--- src/rtl/dht11_result_fmt.sv ---
// DHT11 result formatter: captures good readings, converts the integer bytes to
// 3-digit BCD by sequential double-dabble, and tracks read errors and staleness.
//
// state  | meaning
// IDLE   | waiting for a good reading
// CONV_H | 8 double-dabble iterations on the humidity byte
// CONV_T | 8 double-dabble iterations on the temperature byte
// COMMIT | publish results, then chain a pending reading or go idle
module dht11_result_fmt #(
    parameter int unsigned CLK_FREQ  = 100_000_000,
    parameter int unsigned STALE_SEC = 3
) (
    input  logic        clk,
    input  logic        rst_n,
    input  logic [15:0] humidity,
    input  logic [15:0] temperature,
    input  logic        dht11_done,
    input  logic        dht11_valid,
    output logic [11:0] hum_bcd,
    output logic [11:0] temp_bcd,
    output logic [3:0]  temp_frac,
    output logic        disp_valid,
    output logic        upd_pulse,
    output logic        busy,
    output logic        stale,
    output logic [7:0]  err_cnt
);
    localparam logic [63:0] STALE_LIM = 64'(CLK_FREQ) * 64'(STALE_SEC);
    localparam int CNT_W = $clog2(STALE_LIM + 64'd1);
    localparam logic [CNT_W-1:0] LIM = CNT_W'(STALE_LIM);

    typedef enum logic [1:0] {IDLE, CONV_H, CONV_T, COMMIT} state_t;

    state_t           state;
    logic [19:0]      dd;
    logic [19:0]      dd_nxt;
    logic [2:0]       iter;
    logic [11:0]      hum_res;
    logic [7:0]       t_op;
    logic [3:0]       f_op;
    logic             pending;
    logic [7:0]       p_h;
    logic [7:0]       p_t;
    logic [3:0]       p_f;
    logic [CNT_W-1:0] stale_cnt;
    logic [CNT_W-1:0] stale_nxt;
    logic [3:0]       frac_in;
    logic             good;
    logic [7:0]       ld_h;
    logic [7:0]       ld_t;
    logic [3:0]       ld_f;
    logic             hum_dec_unused;

    assign hum_dec_unused = ^humidity[7:0];
    assign good      = dht11_done && dht11_valid;
    assign frac_in   = (temperature[7:0] > 8'd9) ? 4'd9 : temperature[3:0];
    assign stale_nxt = (stale_cnt == LIM) ? stale_cnt : stale_cnt + CNT_W'(1);

    function automatic logic [19:0] dd_step(input logic [19:0] v);
        logic [19:0] a;
        a = v;
        for (int i = 0; i < 3; i++) begin
            if (a[8+4*i +: 4] >= 4'd5)
                a[8+4*i +: 4] = a[8+4*i +: 4] + 4'd3;
        end
        return {a[18:0], 1'b0};
    endfunction

    // A reading arriving on the COMMIT edge is newer than anything pending.
    always_comb begin
        ld_h = humidity[15:8];
        ld_t = temperature[15:8];
        ld_f = frac_in;
        if (state == COMMIT && !good) begin
            ld_h = p_h;
            ld_t = p_t;
            ld_f = p_f;
        end
        dd_nxt = dd_step(dd);
    end

    always_ff @(posedge clk or negedge rst_n) begin
        if (!rst_n) begin
            state      <= IDLE;
            dd         <= '0;
            iter       <= '0;
            hum_res    <= '0;
            t_op       <= '0;
            f_op       <= '0;
            pending    <= 1'b0;
            p_h        <= '0;
            p_t        <= '0;
            p_f        <= '0;
            stale_cnt  <= '0;
            hum_bcd    <= '0;
            temp_bcd   <= '0;
            temp_frac  <= '0;
            disp_valid <= 1'b0;
            upd_pulse  <= 1'b0;
            busy       <= 1'b0;
            stale      <= 1'b1;
            err_cnt    <= '0;
        end else begin
            upd_pulse <= 1'b0;
            stale_cnt <= stale_nxt;
            stale     <= !disp_valid || (stale_nxt == LIM);
            if (dht11_done && !dht11_valid && err_cnt != 8'hFF)
                err_cnt <= err_cnt + 8'd1;
            if (good && (state == CONV_H || state == CONV_T)) begin
                pending <= 1'b1;
                p_h     <= humidity[15:8];
                p_t     <= temperature[15:8];
                p_f     <= frac_in;
            end
            case (state)
                IDLE: begin
                    if (good) begin
                        dd    <= {12'd0, ld_h};
                        t_op  <= ld_t;
                        f_op  <= ld_f;
                        iter  <= '0;
                        busy  <= 1'b1;
                        state <= CONV_H;
                    end
                end
                CONV_H: begin
                    iter <= iter + 3'd1;
                    dd   <= dd_nxt;
                    if (iter == 3'd7) begin
                        hum_res <= dd_nxt[19:8];
                        dd      <= {12'd0, t_op};
                        state   <= CONV_T;
                    end
                end
                CONV_T: begin
                    iter <= iter + 3'd1;
                    dd   <= dd_nxt;
                    if (iter == 3'd7)
                        state <= COMMIT;
                end
                COMMIT: begin
                    hum_bcd    <= hum_res;
                    temp_bcd   <= dd[19:8];
                    temp_frac  <= f_op;
                    disp_valid <= 1'b1;
                    upd_pulse  <= 1'b1;
                    stale      <= 1'b0;
                    stale_cnt  <= '0;
                    if (good || pending) begin
                        dd      <= {12'd0, ld_h};
                        t_op    <= ld_t;
                        f_op    <= ld_f;
                        iter    <= '0;
                        pending <= 1'b0;
                        state   <= CONV_H;
                    end else begin
                        busy  <= 1'b0;
                        state <= IDLE;
                    end
                end
                default: state <= IDLE;
            endcase
        end
    end
endmodule

--- config.mk ---
export PLATFORM = sky130hd
export DESIGN_NAME = dht11_result_fmt
export DESIGN_NICKNAME = d
export VERILOG_FILES = /design/src/rtl/dht11_result_fmt.sv
export SDC_FILE = /design/constraint.sdc
export NUM_CORES = 1
export LEC_CHECK = 0
export CAP_MARGIN = 30
export CORE_MARGIN = 2
export CORE_UTILIZATION = 35
export DETAILED_ROUTE_END_ITERATION = 10
export SETUP_SLACK_MARGIN = 0.02
export SLEW_MARGIN = 0
export SYNTH_ARGS = -nofsm -noshare
export SYNTH_HDL_FRONTEND = slang
export SYNTH_SLANG_ARGS = --single-unit
export TNS_END_PERCENT = 50
--- constraint.sdc ---
create_clock -name clk -period 1.9 [get_ports clk]
set_input_delay 0.57 -clock clk [delete_from_list [all_inputs] [get_ports clk]]
set_output_delay 0.57 -clock clk [all_outputs]
set_load 0.01 [all_outputs]
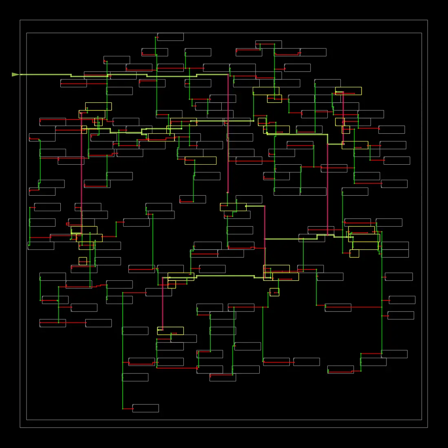
*The clock network, run 1*
worst skew pair latency: 0.43 ns
Setup Skew: 0.01167 ns
Inserted Clock Buffers: 17

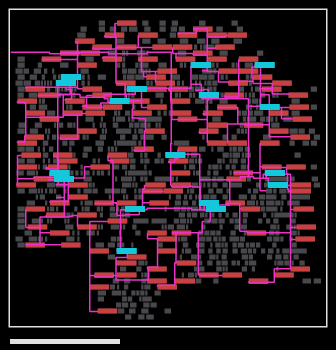
*Clock distribution, run 1*
Bar = 50 um.
[cyan] cells driving clock nets | count: 17
[magenta] clock wires | length: 1980 um
[red] flip-flops | count: 139
flops lie: spread over the die
routed clock nets: 18

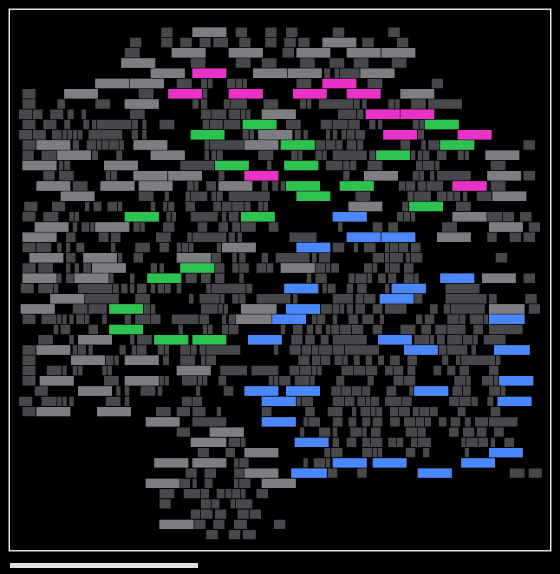
*Sequential cells colored by netlist name, run 1*
Bar = 50 um. Other sequential cells in the stronger gray, the rest of the logic in the fainter gray.
| color | netlist name | placed flops |
|---|---|---|
| blue | `stale_cnt` | 29 |
| magenta | `hum_res` | 12 |
| green | `dd` | 20 |

==> flow_summary.json, run 1 <==
{
  "end_kind": "flip-flop",
  "netlist.top_cell.by_area": "dfrtp_1",
  "synth_area_mm2": 0.006789,
  "post-route-period-util_pct": 104.4,
  "antenna_found_initial": 0,
  "drive_gt1_share_pct": 25.66,
  "ios": 76,
  "gr-total-overflow": 0,
  "rows": 50,
  "cts_max_level": 4,
  "warnings": 44,
  "period_needed_ns": 1.983,
  "avgViaCountPerCell": 4.783,
  "gr-usage-met3_pct": 3.454,
  "grt.met1_usage_pct": 21.45,
  "topCellsByArea": "dfrtp_1 (51%), mux2_2 (9.3%), nand2_1 (6.3%)",
  "cts_root_buf": "clkbuf_16",
  "gp_congestion": 0.8390,
  "finalHoldViolCount": 0,
  "violations": "negative setup slack",
  "maxSlewHeadroom_pct": 75.18,
  "cap_violations": 0,
  "dp_cells": 1052,
  "p_per_area_mw_per_mm2": 1257,
  "layout_top_cell": "dfrtp_1",
  "syn_nets": 735,
  "grt_usage_pct": 15.66,
  "area_growth_pct": 33.60,
  "fin_cells": 1094,
  "wire_per_inst_um": 13.61,
  "postSynth.asyncResetShare_pct": 100.0,
  "first_pass_iters": 5,
  "cp_cell_sequence": "inv_2 > ha_4 > or4bb_1 > nor3_1 > and4b_2 > mux2_4 > nand4_1 > o21ai_1",
  "rsz0062_at_grt": "true",
  "routed_wl_um": 14890,
  "grt_busiest_layer": "met2",
  "top_area_share_pct": 50.87,
  "rr_startpoint": "stale_cnt[1]",
  "yosysChipArea_mm2": 0.006789,
  "io_buffers": 67,
  "synth_cell_types": 50,
  "timing.critical_path.fanout_max": 4,
  "grt.met2_usage_pct": 24.75,
  "die_w_um": 143.3,
  "final_cell_mix": "dfrtp_1 (132), nand2_1 (112), buf_4 (80)",
  "clk_pin_slew_ns": 0.06,
  "syn_avg_cell_area_um2": 9.925,
  "grt_max_degree": 42,
  "clockBufferDepth": 2,
  "worstPathArrival_ns": 2.32,
  "fin_nets": 872,
  "tns_ns": -0.08760,
  "power.leakage_nw": 4.109,
  "netlist_instances": 684,
  "ys_seq_share_pct": 51.25,
  "cp-start-kind": "flip-flop",
  "hp-class": "reg2reg",
  "fmax_mhz": 504.3,
  "yosysWarningCount": 0,
  "path_class": "reg2reg",
  "setup_slack_ns": -0.08287,
  "outcome": "complete, but fails checks",
  "cp.required_ns": 2.24,
  "slew_violations": 0,
  "cp-startpoint": "stale_cnt[1]",
  "ys.flop_type": "dfrtp_1",
  "critical_path.top_delay_family": "simple AND/OR/NAND/NOR gates",
  "cts_sinks": 139,
  "synth_flops": 139,
  "tritoncts": "done",
  "insertedDiodeCount": 0,
  "die_area_mm2": 0.02053,
  "num_vias": 5233,
  "peakVddDrop_v": 0.0008089,
  "slowest_stage": "dfrtp_2",
  "drt_iter0_drc": 219,
  "coreArea_mm2": 0.01889,
  "synth_stat.cells": 684,
  "holdCritStartpoint": "hum_res[7]",
  "drc": 0,
  "setup_viol": 2,
  "tightest_slew_ns": 0.3690,
  "post-dp-hpwl_um": 10360,
  "path_buffers": 1,
  "die_h_um": 143.3,
  "ant_nets": 0,
  "edf_count": 0,
  "initial_core_util_pct": 35.93,
  "first_global_vias": 5199,
  "grt_pass1_wl_um": 25400,
  "cpPeakStageDelay_ns": 0.45
}
run 1: report_power, final:
part	switching, mW	internal (mW)
registers	0.469	3.66
clock network	1.33	2.01
logic	1.97	1.95
run 1: layout make-up:
class / instances / area [um^2]
Clock buffer: 20 / 456.7
Clock inverter: 12 / 137.6
Fill cell: 1797 / 9823
Inverter: 16 / 60.06
Multi-Input combinational cell: 491 / 3237
Sequential cell: 139 / 3487
Tap cell: 260 / 325.3
Timing Repair Buffer: 156 / 1366
run 1: worst reg2reg max path: cells and delay by family (launching register included):
| kind | cells | cell delay [ns] |
|---|---|---|
| adders and majority gates | 1 | 0.13 |
| DFF | 1 | 0.45 |
| and+or+nand+nor | 4 | 0.86 |
| AOI/OAI and AO/OA | 1 | 0.07 |
| muxes | 1 | 0.30 |
| buffers and inverters | 1 | 0.09 |
run 1: kinds of logic after synthesis:
logic type               synth area share, %
adder cells (fa/ha/maj)                2.764
AND-OR/OR-AND                          9.713
XOR/XNOR                               4.773
AND/OR/NAND/NOR                        18.63
flip-flops                             51.25
multiplexers                           9.731
buffers and inverters                  3.133
run 1: per-layer routing:
layer | share of wire [%] | vias to the layer above
li1 | - | 2639
met1 | 49 | 2494
met2 | 46 | 80
met3 | 3.2 | 20
met4 | 1.5 | 0
met5 | 0 | -
run 1: flip-flops by register name, indices dropped and copies added (netlist names), 12 cells and up:
register and flops:
temp_bcd 12, dd 20, hum_res 12, stale_cnt 29, hum_bcd 12
run 1: repair_timing:
action,in CTS,in global routing
hold endpoints to repair,15,0
buffers inserted,8,1
pin swaps,5,2
setup endpoints to repair,47,32
gates resized,52,26
hold buffers,1,0
run 1: metrics by stage:
stage	power, mW	area (um^2)	hold WS [ns]	setup slack, ns	util [%]
2_1_floorplan	6.321	6799	0.2744	-0.05407	-
3_3_place_gp	7.862	8299	0.4466	-0.3324	43.93
3_5_place_dp	7.940	8299	0.4430	-0.3428	43.93
4_1_cts	11.40	8959	0.4814	-0.09632	47.42
5_1_grt	12.21	9070	0.5053	-0.1799	48.01
6_report	11.40	9070	0.4798	-0.08287	48.01
run 1: cell usage after synthesis (all sizes together), types with 3 or more instances:
master,number
nor2b,4
clkbuf,25
ha,15
nor3,11
and3,5
nand2b,8
a31oi,8
dfrtp,138
xnor2,19
or3,3
nor3b,6
and2,6
nand4b,4
a21oi,24
nor2,56
nand2,114
mux2,56
xor2,18
and4,4
nor4,5
nand3,13
nand4,15
o21ai,62
buf,13
a22oi,6
mux2i,3
inv,16
or2,3
nand3b,3
run 1: path summary, 6_finish.rpt:
kind                           endpoint  slack [ns]  cells past startpoint
max                               stale       -0.08                      8
min                          hum_res[7]        0.48                      2
max reg2reg                       stale       -0.08                      8
min reg2reg                  hum_res[7]        0.48                      2
max in group asynchronous    hum_bcd[6]        0.74                      3
min in group asynchronous  stale_cnt[6]        0.56                      2
==> inputs of run 2 (changes only) <==
Settings changed: GPL_ROUTABILITY_DRIVEN set to 0.
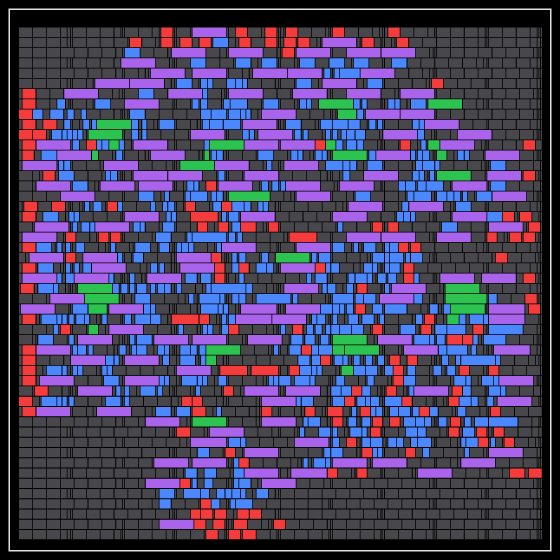
*Cells colored by class, run 2*
Fill, decap, tap and diode cells in gray.
| color | class | cells |
|---|---|---|
| blue | all other logic | 507 |
| purple | flip-flops | 139 |
| green | clock drivers and dummy loads | 32 |
| red | other buffers and delay cells | 156 |

==> run 2 against run 1 <==
The flow still finishes with violations (negative setup slack). First-iteration DRC count did not move. Die size did not move. Clock-buffer cell count did not move. Cell count did not move. Register-to-register slack barely moved. Synthesized cell count did not move. Clock skew did not move. Critical path type unchanged. Area after synthesis did not move. Flip-flop count did not move. Sequential share of layout area did not move. Critical path depth did not move.
==> flow_summary.json, run 2 <==
{
  "drive_gt1_share_pct": 25.66,
  "drc": 0,
  "grt_usage_pct": 15.66,
  "netlist.top_cell.by_area": "dfrtp_1",
  "syn_nets": 735,
  "r2r_cells": 8,
  "r2r_slack_ns": -0.08,
  "maxSlewHeadroom_pct": 75.18,
  "routed_wl_um": 14890,
  "antenna_found_initial": 0,
  "fin_cells": 1094,
  "final_cell_mix": "dfrtp_1 (132), nand2_1 (112), buf_4 (80)",
  "synth_flops": 139,
  "registers.top_by_ff_count": "stale_cnt",
  "hp-class": "reg2reg",
  "finalHoldViolCount": 0,
  "ant_nets": 0,
  "n_fill_cell": 1797,
  "yosysChipArea_mm2": 0.006789,
  "clk_pin_slew_ns": 0.06,
  "initial_core_util_pct": 35.93,
  "clk_latency_ns": 0.43,
  "synth_cell_types": 50,
  "avgViaCountPerCell": 4.783,
  "cap_violations": 0,
  "cpPeakStageDelay_ns": 0.45,
  "timing.critical_path.fanout_max": 4,
  "cts_sinks": 139,
  "rr_startpoint": "stale_cnt[1]",
  "dp_slack_ns": -0.3428,
  "placed_cell_area_mm2": 0.008299,
  "tns_ns": -0.08760,
  "end_kind": "flip-flop",
  "io_buffers": 67,
  "path_buffers": 1,
  "final_area_mm2": 0.009070,
  "tightest_slew_ns": 0.3690,
  "coreArea_mm2": 0.01889,
  "wire_per_inst_um": 13.61,
  "top_regs": "stale_cnt: 29 flops, dd: 20 flops",
  "ys.flop_type": "dfrtp_1",
  "cp.required_ns": 2.24,
  "dp_cells": 1052,
  "post-dp-hpwl_um": 10360,
  "fin_nets": 872,
  "whs_endpoint": "hum_res[7]",
  "setup_viol": 2,
  "grt_max_degree": 42,
  "die_w_um": 143.3,
  "violations": "negative setup slack",
  "top_cells_by_count": "dfrtp_1 (138), nand2_1 (114), o21ai_0 (61)",
  "yosysWarningCount": 0,
  "top_area_share_pct": 50.87,
  "die_h_um": 143.3,
  "gr-total-overflow": 0,
  "syn_avg_cell_area_um2": 9.925,
  "hold_depth": 2,
  "rows": 50,
  "setup_slack_ns": -0.08287,
  "holdCritStartpoint": "hum_res[7]",
  "peakVddDrop_v": 0.0008089,
  "outcome": "complete, but fails checks",
  "drt_iter0_drc": 219,
  "r2r-end": "stale",
  "post-route-period-util_pct": 104.4,
  "synth.most_common_cell": "dfrtp_1",
  "postSynth.asyncResetShare_pct": 100.0,
  "largest_reg_flops": 29,
  "cts_root_buf": "clkbuf_16",
  "topCellsByArea": "dfrtp_1 (51%), mux2_2 (9.3%), nand2_1 (6.3%)"
}
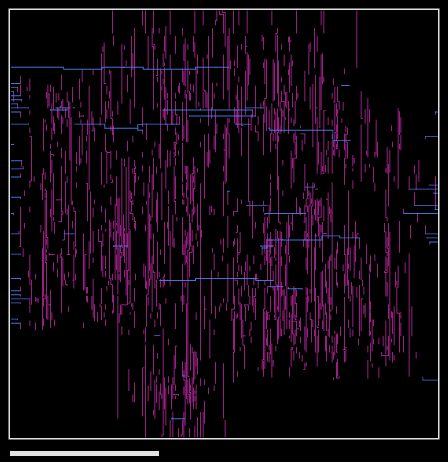
*Metal layers overlaid, run 2*
Bar = 50 um. Two of the layers only.
| color | layer | wire length |
|---|---|---|
| blue | met3 | 473 um |
| magenta | met2 | 6870 um |

## run 2: cell counts in the layout (fill, tap and decap cells not counted)
No cell type changed its count.
## run 2: repair_timing
| item | in CTS | in global routing |
|---|---|---|
| setup endpoints to repair | 47 | 32 |
| resized | 52 | 26 |
| hold buffers | 1 | 0 |
| buffers inserted | 8 | 1 |
| endpoints found under the hold margin | 15 | 0 |
| pin swaps | 5 | 2 |
## run 2: routing by layer
metal,routed length [um],vias up,global-route usage [%]
li1,-,2639,-
met1,7330,2494,21.45
met2,6869,80,24.75
met3,473,20,3.454
met4,216,0,5.005
met5,0,-,0
## run 2: how the worst max path moves through the flow
stage | from | to | slack, ns | cells after the start
6_report | stale_cnt[1] | stale | -0.08 | 8
5_1_grt | stale_cnt[1] | stale | -0.18 | 8
4_1_cts | stale_cnt[0] | stale | -0.1 | 8
3_5_place_dp | temperature[6] | f_op[0] | -0.34 | 5
3_3_place_gp | temperature[6] | f_op[0] | -0.33 | 5
2_1_floorplan | stale_cnt[0] | stale | -0.05 | 9
## run 2: cells by family after synthesis
kind of cell | Yosys count | share of synthesized area, %
compound gates | 116 | 9.713
xor+xnor | 37 | 4.773
fa+ha+maj | 15 | 2.764
buf+inv | 54 | 3.133
flops | 139 | 51.25
mux | 59 | 9.731
simple gates | 264 | 18.63
## run 2: worst min-delay path, stage by stage, from the launching register on
cell and delay [ns]:
dfrtp_1 0.34, nand2_1 0.05, o21ai_0 0.06
## run 2: final cells by class
type,count,area [um^2],share of cell area [%]
flip-flops and latches,139,3487,38.45
multi-input cells,491,3237,35.69
inverters,16,60.06,0.6622
clock inverters,12,137.6,1.517
repair buffers,156,1366,15.06
well taps,260,325.3,3.587
clock buffers,20,456.7,5.035
## run 2: report_power, final
part / leakage [nW] / switching (mW) / total (mW) / internal, mW
logic: 2.03 / 1.97 / 3.93 / 1.95
registers: 1.80 / 0.469 / 4.13 / 3.66
clock network: 0.276 / 1.33 / 3.34 / 2.01
Power and IR drop assume default switching activity.
